<file path="src/rtl/add_seq_pkg.sv">
// Shared types and constants for the nibble-serial add/subtract sequencer.
package add_seq_pkg;

    typedef enum logic [1:0] {
        IDLE = 2'd0,
        RUN  = 2'd1,
        DONE = 2'd2
    } state_e;

    localparam int SLICE_W = 4;

    // Bits needed to index nslice slices (ceil(log2(nslice))), never below 1.
    function automatic int slice_idx_w(input int nslice);
        int w;
        int v;
        w = 0;
        v = nslice - 1;
        while (v > 0) begin
            w = w + 1;
            v = v >> 1;
        end
        return (w < 1) ? 1 : w;
    endfunction

endpackage

</file>
<file path="src/rtl/add_seq_ctrl_nibble_add4.sv">
// Combinational 4-bit ripple-carry adder slice made of four full-adder cells.
module nibble_add4 (
    input  logic [3:0] a,
    input  logic [3:0] b,
    input  logic       ci,
    output logic [3:0] s,
    output logic       co
);

    logic [4:0] c;

    assign c[0] = ci;

    for (genvar i = 0; i < 4; i++) begin : g_fa
        assign s[i]   = a[i] ^ b[i] ^ c[i];
        assign c[i+1] = (a[i] & b[i]) | (a[i] & c[i]) | (b[i] & c[i]);
    end

    assign co = c[4];

endmodule

</file>
<file path="src/rtl/add_seq_ctrl.sv">
// Nibble-serial WIDTH-bit add/subtract sequencer. One operation is accepted in
// IDLE, processed LSB nibble first through a single shared 4-bit slice (one
// nibble per clock, carry registered between nibbles), and presented in DONE
// until the consumer takes it.
module add_seq_ctrl
    import add_seq_pkg::*;
#(
    parameter int WIDTH = 16
) (
    input  logic             clk,
    input  logic             rst_n,
    input  logic             in_valid,
    output logic             in_ready,
    input  logic [WIDTH-1:0] op_a,
    input  logic [WIDTH-1:0] op_b,
    input  logic             op_ci,
    input  logic             op_sub,
    output logic             out_valid,
    input  logic             out_ready,
    output logic [WIDTH-1:0] sum,
    output logic             co,
    output logic             ovf,
    output logic             busy
);

    localparam int NSLICE = WIDTH / SLICE_W;
    localparam int KW     = slice_idx_w(NSLICE);
    localparam int MSB    = WIDTH - 1;
    localparam logic [KW-1:0] K_LAST = KW'(NSLICE - 1);

    if (((WIDTH % SLICE_W) != 0) || (WIDTH < SLICE_W)) begin : g_bad_width
        $error("add_seq_ctrl: WIDTH must be a multiple of 4 and at least 4");
    end

    state_e           state_q, state_d;
    logic [KW-1:0]    k_q, k_d;
    logic             carry_q, carry_d;
    logic [WIDTH-1:0] a_q, a_d;
    logic [WIDTH-1:0] b_q, b_d;
    logic [WIDTH-1:0] acc_q, acc_d;
    logic [WIDTH-1:0] sum_q, sum_d;
    logic             co_q, co_d;
    logic             ovf_q, ovf_d;

    // Bit offset of the current nibble (k * 4); the two zero LSBs encode SLICE_W=4.
    logic [KW+1:0]        base;
    logic [SLICE_W-1:0]   sl_a, sl_b, sl_s;
    logic                 sl_co;
    logic [WIDTH-1:0]     res_full;

    assign base = {k_q, 2'b00};
    assign sl_a = a_q[base +: SLICE_W];
    assign sl_b = b_q[base +: SLICE_W];

    nibble_add4 u_slice (
        .a  (sl_a),
        .b  (sl_b),
        .ci (carry_q),
        .s  (sl_s),
        .co (sl_co)
    );

    // State, operand, carry and result registers; reset discards any partial work.
    always_ff @(posedge clk or negedge rst_n) begin
        if (!rst_n) begin
            state_q <= IDLE;
            k_q     <= '0;
            carry_q <= 1'b0;
            a_q     <= '0;
            b_q     <= '0;
            acc_q   <= '0;
            sum_q   <= '0;
            co_q    <= 1'b0;
            ovf_q   <= 1'b0;
        end else begin
            state_q <= state_d;
            k_q     <= k_d;
            carry_q <= carry_d;
            a_q     <= a_d;
            b_q     <= b_d;
            acc_q   <= acc_d;
            sum_q   <= sum_d;
            co_q    <= co_d;
            ovf_q   <= ovf_d;
        end
    end

    // Next-state logic: capture in IDLE, one nibble per cycle in RUN, hold in DONE.
    always_comb begin
        state_d  = state_q;
        k_d      = k_q;
        carry_d  = carry_q;
        a_d      = a_q;
        b_d      = b_q;
        acc_d    = acc_q;
        sum_d    = sum_q;
        co_d     = co_q;
        ovf_d    = ovf_q;
        // Accumulator with the current slice result merged in; on the last
        // slice this is the complete result.
        res_full = acc_q;
        res_full[base +: SLICE_W] = sl_s;

        unique case (state_q)
            IDLE: begin
                if (in_valid) begin
                    // Subtraction is A + ~B + ~borrow, so invert at capture time.
                    a_d     = op_a;
                    b_d     = op_sub ? ~op_b : op_b;
                    carry_d = op_sub ? ~op_ci : op_ci;
                    k_d     = '0;
                    state_d = RUN;
                end
            end
            RUN: begin
                acc_d   = res_full;
                carry_d = sl_co;
                k_d     = k_q + 1'b1;
                if (k_q == K_LAST) begin
                    k_d     = '0;
                    state_d = DONE;
                    sum_d   = res_full;
                    co_d    = sl_co;
                    ovf_d   = (a_q[MSB] == b_q[MSB]) && (res_full[MSB] != a_q[MSB]);
                end
            end
            DONE: begin
                if (out_ready) begin
                    state_d = IDLE;
                end
            end
            default: begin
                state_d = IDLE;
            end
        endcase
    end

    assign in_ready  = (state_q == IDLE);
    assign out_valid = (state_q == DONE);
    assign busy      = (state_q != IDLE);
    assign sum       = sum_q;
    assign co        = co_q;
    assign ovf       = ovf_q;

endmodule

</file>
<file path="config.mk">
export PLATFORM = sky130hd
export DESIGN_NAME = add_seq_ctrl
export DESIGN_NICKNAME = d
export VERILOG_FILES = /design/src/rtl/add_seq_pkg.sv /design/src/rtl/add_seq_ctrl_nibble_add4.sv /design/src/rtl/add_seq_ctrl.sv
export SDC_FILE = /design/constraint.sdc
export NUM_CORES = 1
export LEC_CHECK = 0
export CORE_MARGIN = 4
export CORE_UTILIZATION = 53
export DETAILED_ROUTE_END_ITERATION = 8
export HOLD_SLACK_MARGIN = 0.05
export PLACE_DENSITY = 0.8
export SYNTH_ARGS = -nofsm -noshare
export SYNTH_HDL_FRONTEND = slang
export SYNTH_SLANG_ARGS = --single-unit
</file>
<file path="constraint.sdc">
create_clock -name clk -period 3.9 [get_ports clk]
set_input_delay 0.585 -clock clk [delete_from_list [all_inputs] [get_ports clk]]
set_output_delay 0.585 -clock clk [all_outputs]
set_load 0.05 [all_outputs]
</file>
Supply network:
Pins as bars on the die edge. Tap cells in gray.
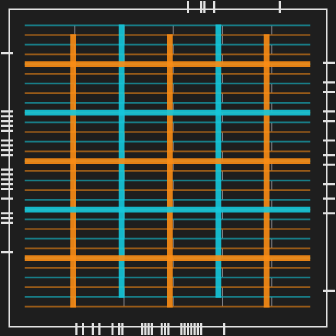
color	net
cyan	VDD
orange	VSS
rows	29
met4 straps	5
signal pins	59
Die H: 88.6 um
Die Wd: 88.6 um

Clock network drawn from the DEF:
Scale bar: 20 um.
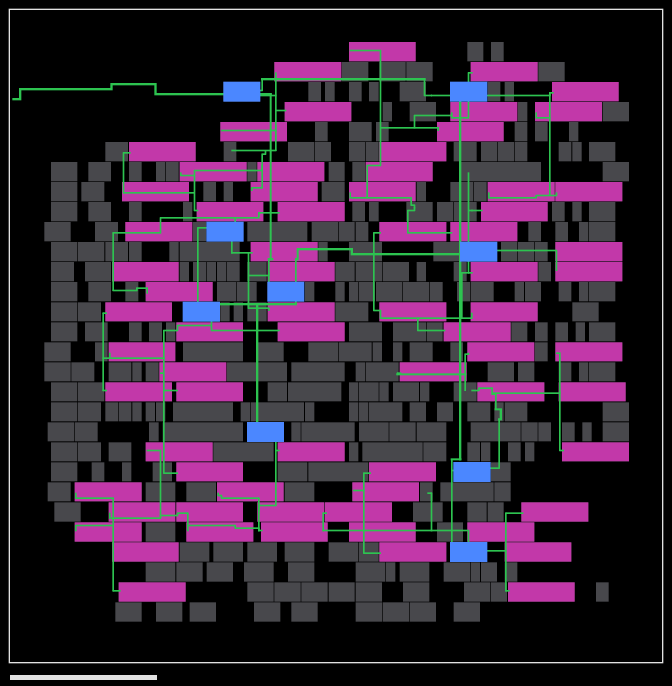
[blue] clock drivers | count: 9
[magenta] flip-flops | count: 71
[green] clock wires | length: 820 um
routed clock nets	10
P_clk: 626 uW
clk_skew: 0.0111 ns
Clk network pwr share: 0.151

Placed cells, one color a class:
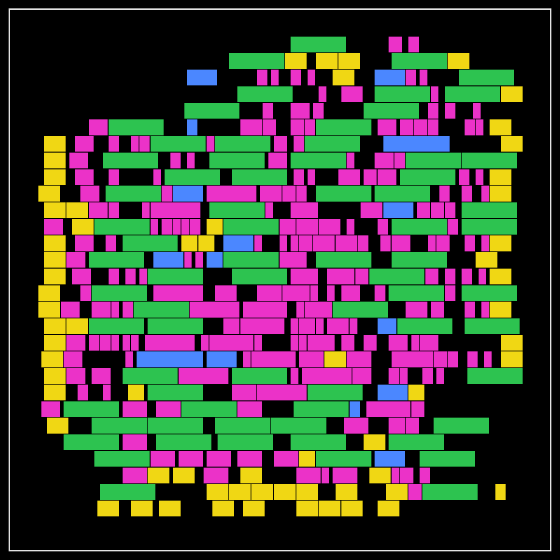
color	class	cells	share of their area
yellow	other buffers and delay cells	64	15%
blue	clock drivers and dummy loads	15	5.0%
magenta	combinational and other logic	209	38%
green	flops	71	43%
cell area after layout: 4270 um^2
fraction of area in registers: 0.416
core area: 6310 um^2
Core Util, Final: 0.677

==> impl_metrics.yaml <==
# yosys + openroad results
outcome:
  status: "finished clean"
floorplan:
  dieArea_um2: 7850
  initial_core_util: 0.546
  tap-cell-count: 77
  rows: 29
logic_synthesis:
  synth_flops: 71
  yosys_area_um2: 3440
  synth-edff-count: 0
  ys_seq_share: 0.516
  post-synth-top-area-cell: "dfrtp_1"
  syn-instance-count: 300
  flop_cell: "dfrtp_1"
  syn_area_per_cell_um2: 11.5
  synth_nets: 348
  common_cells: "71 x dfrtp_1, 32 x a21oi_1, 23 x nand2_1"
  async_reset_ff_frac: 1.00
  top_cell_area_share: 0.516
  yosys_cells: 300
  synthTopCellsByArea: "dfrtp_1 52%, mux2_2 5.6%, mux4_2 5.2%"
worst_setup_path:
  worstPathArrival_ns: 3.57
  r2r_start: "k_q[0]$_DFFE_PN0P_"
  r2r_cells: 9
  cp_top_family: "adder cells"
  path_depth: 9
  r2r_setup_slack_ns: 0.56
  timing.setup.critical_path_class: "flop to flop"
  cp.required_ns: 4.12
  critPathMaxFanout: 9
  crit_end: "ovf$_DFFE_PN0P_"
  cp-startpoint: "k_q[0]$_DFFE_PN0P_"
  reg2reg_to: "ovf$_DFFE_PN0P_"
  cp_cell_sequence: "mux4_2 -> fa_1 -> inv_1 -> fa_1 -> fa_1 -> inv_1 -> fa_1 -> a2111oi_0 -> or3_1"
  crit_path_start_kind: "flop"
  crit_path_frequent_cell: "fa_1"
  end_kind: "flop"
  cp_slowest_cell: "fa_1"
power_and_ir_drop:
  power_frac_comb: 0.542
  power_leader: "combinational cells"
  comb_power_mw: 2.25
  power_switching_mw: 1.86
  switching_share: 0.449
  ir_drop_v: 0.000711
  p_total_mw: 4.14
  p_per_area_nw_per_um2: 970
  seq_power_share: 0.307
cells_and_area:
  seqCellArea_um2: 1780
  nets: 403
  comb_area_um2: 1520
  final_cells: 436
  n_clock_buffer: 9
  comb_cells: 196
  drive_gt1_frac: 0.139
  inverters: 13
  nonClkBufAreaFrac: 0.145
  final_common_cell: "dfrtp_1"
  largestClassByArea: "registers"
worst_hold_path:
  min_path_type: "primary input to async pin"
routing:
  antenna_left: 0
  drt_pass1_iterations: 4
  wl_mm: 7.00
  drt_iter0_drc: 105
  drc: 0
placement:
  hpwl_mm: 4.97
grt:
  grt_pass1_wl_mm: 11.6
  gr-total-overflow: 0
  grt_pass1_vias: 2371
clocking:
  clk_latency_ns: 0.35
  clock-sinks: 71
  cts_resized: 0
  cts_hold_buf: 0
sta:
  finalHoldViolations: 0
  slew_viol_final: 0
  setup_violations: 0
  whs_ns: 0.295
  worst_pin_slew_ns: 1.17
  slew_headroom: 0.208
  rsz0062_at_grt: "false"
  fin_crit_ns: 3.34
run:
  warnings: 31
Metal layers overlaid:
Scale bar: 20 um.
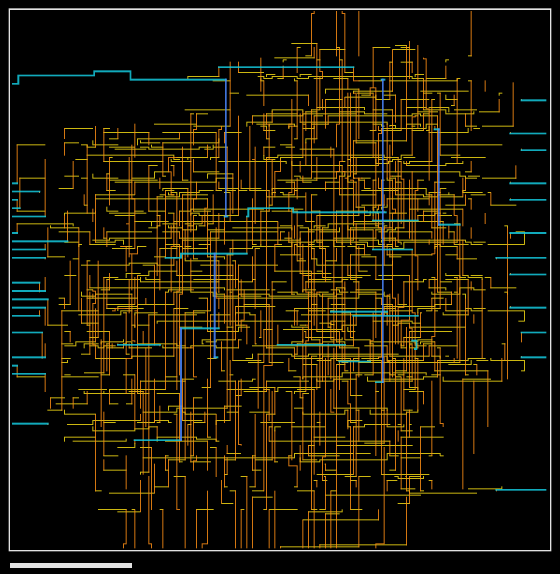
color	layer	wire length
orange	metal 2	3520 um
yellow	metal 1	3030 um
cyan	metal 3	323 um
blue	metal 4	123 um
GRT Total Usage: 0.200
vias: 2425
post-DR wirelength/cell: 16.0 um

Track usage over the die:
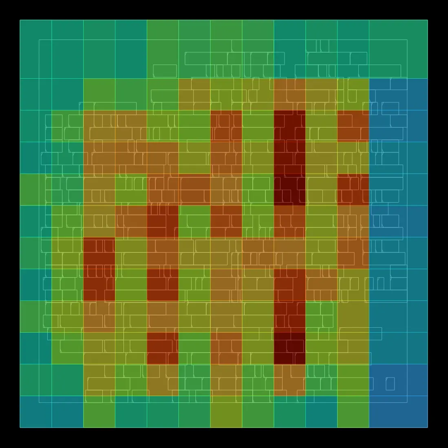
grt met3 use: 0.0484
met2 Use GR: 0.326
met1 usage: 0.257
busiest grt layer: met2

## layer usage
metal  vias up  track usage  part of all wire
met1      1199        0.257              0.43
li1       1153            -                 -
met5         -            0                 0
met3        11       0.0484             0.046
met2        62        0.326              0.50
met4         0       0.0824             0.018
## flip-flops by register name (all words and copies together) (netlist names)
signal / count
a_q: 16
k_q: 2
state_q: 2
sum: 16
acc_q: 16
carry_q: 1
b_q: 16
ovf: 1
co: 1
## cells by family after synthesis
kind of cell             synth area share
adder cells (fa/ha/maj)            0.0450
flip-flops                          0.516
XOR/XNOR                           0.0432
buffers and inverters              0.0425
multiplexers                        0.111
AND-OR/OR-AND                       0.125
AND/OR/NAND/NOR                     0.117
Power and IR drop assume default switching activity.
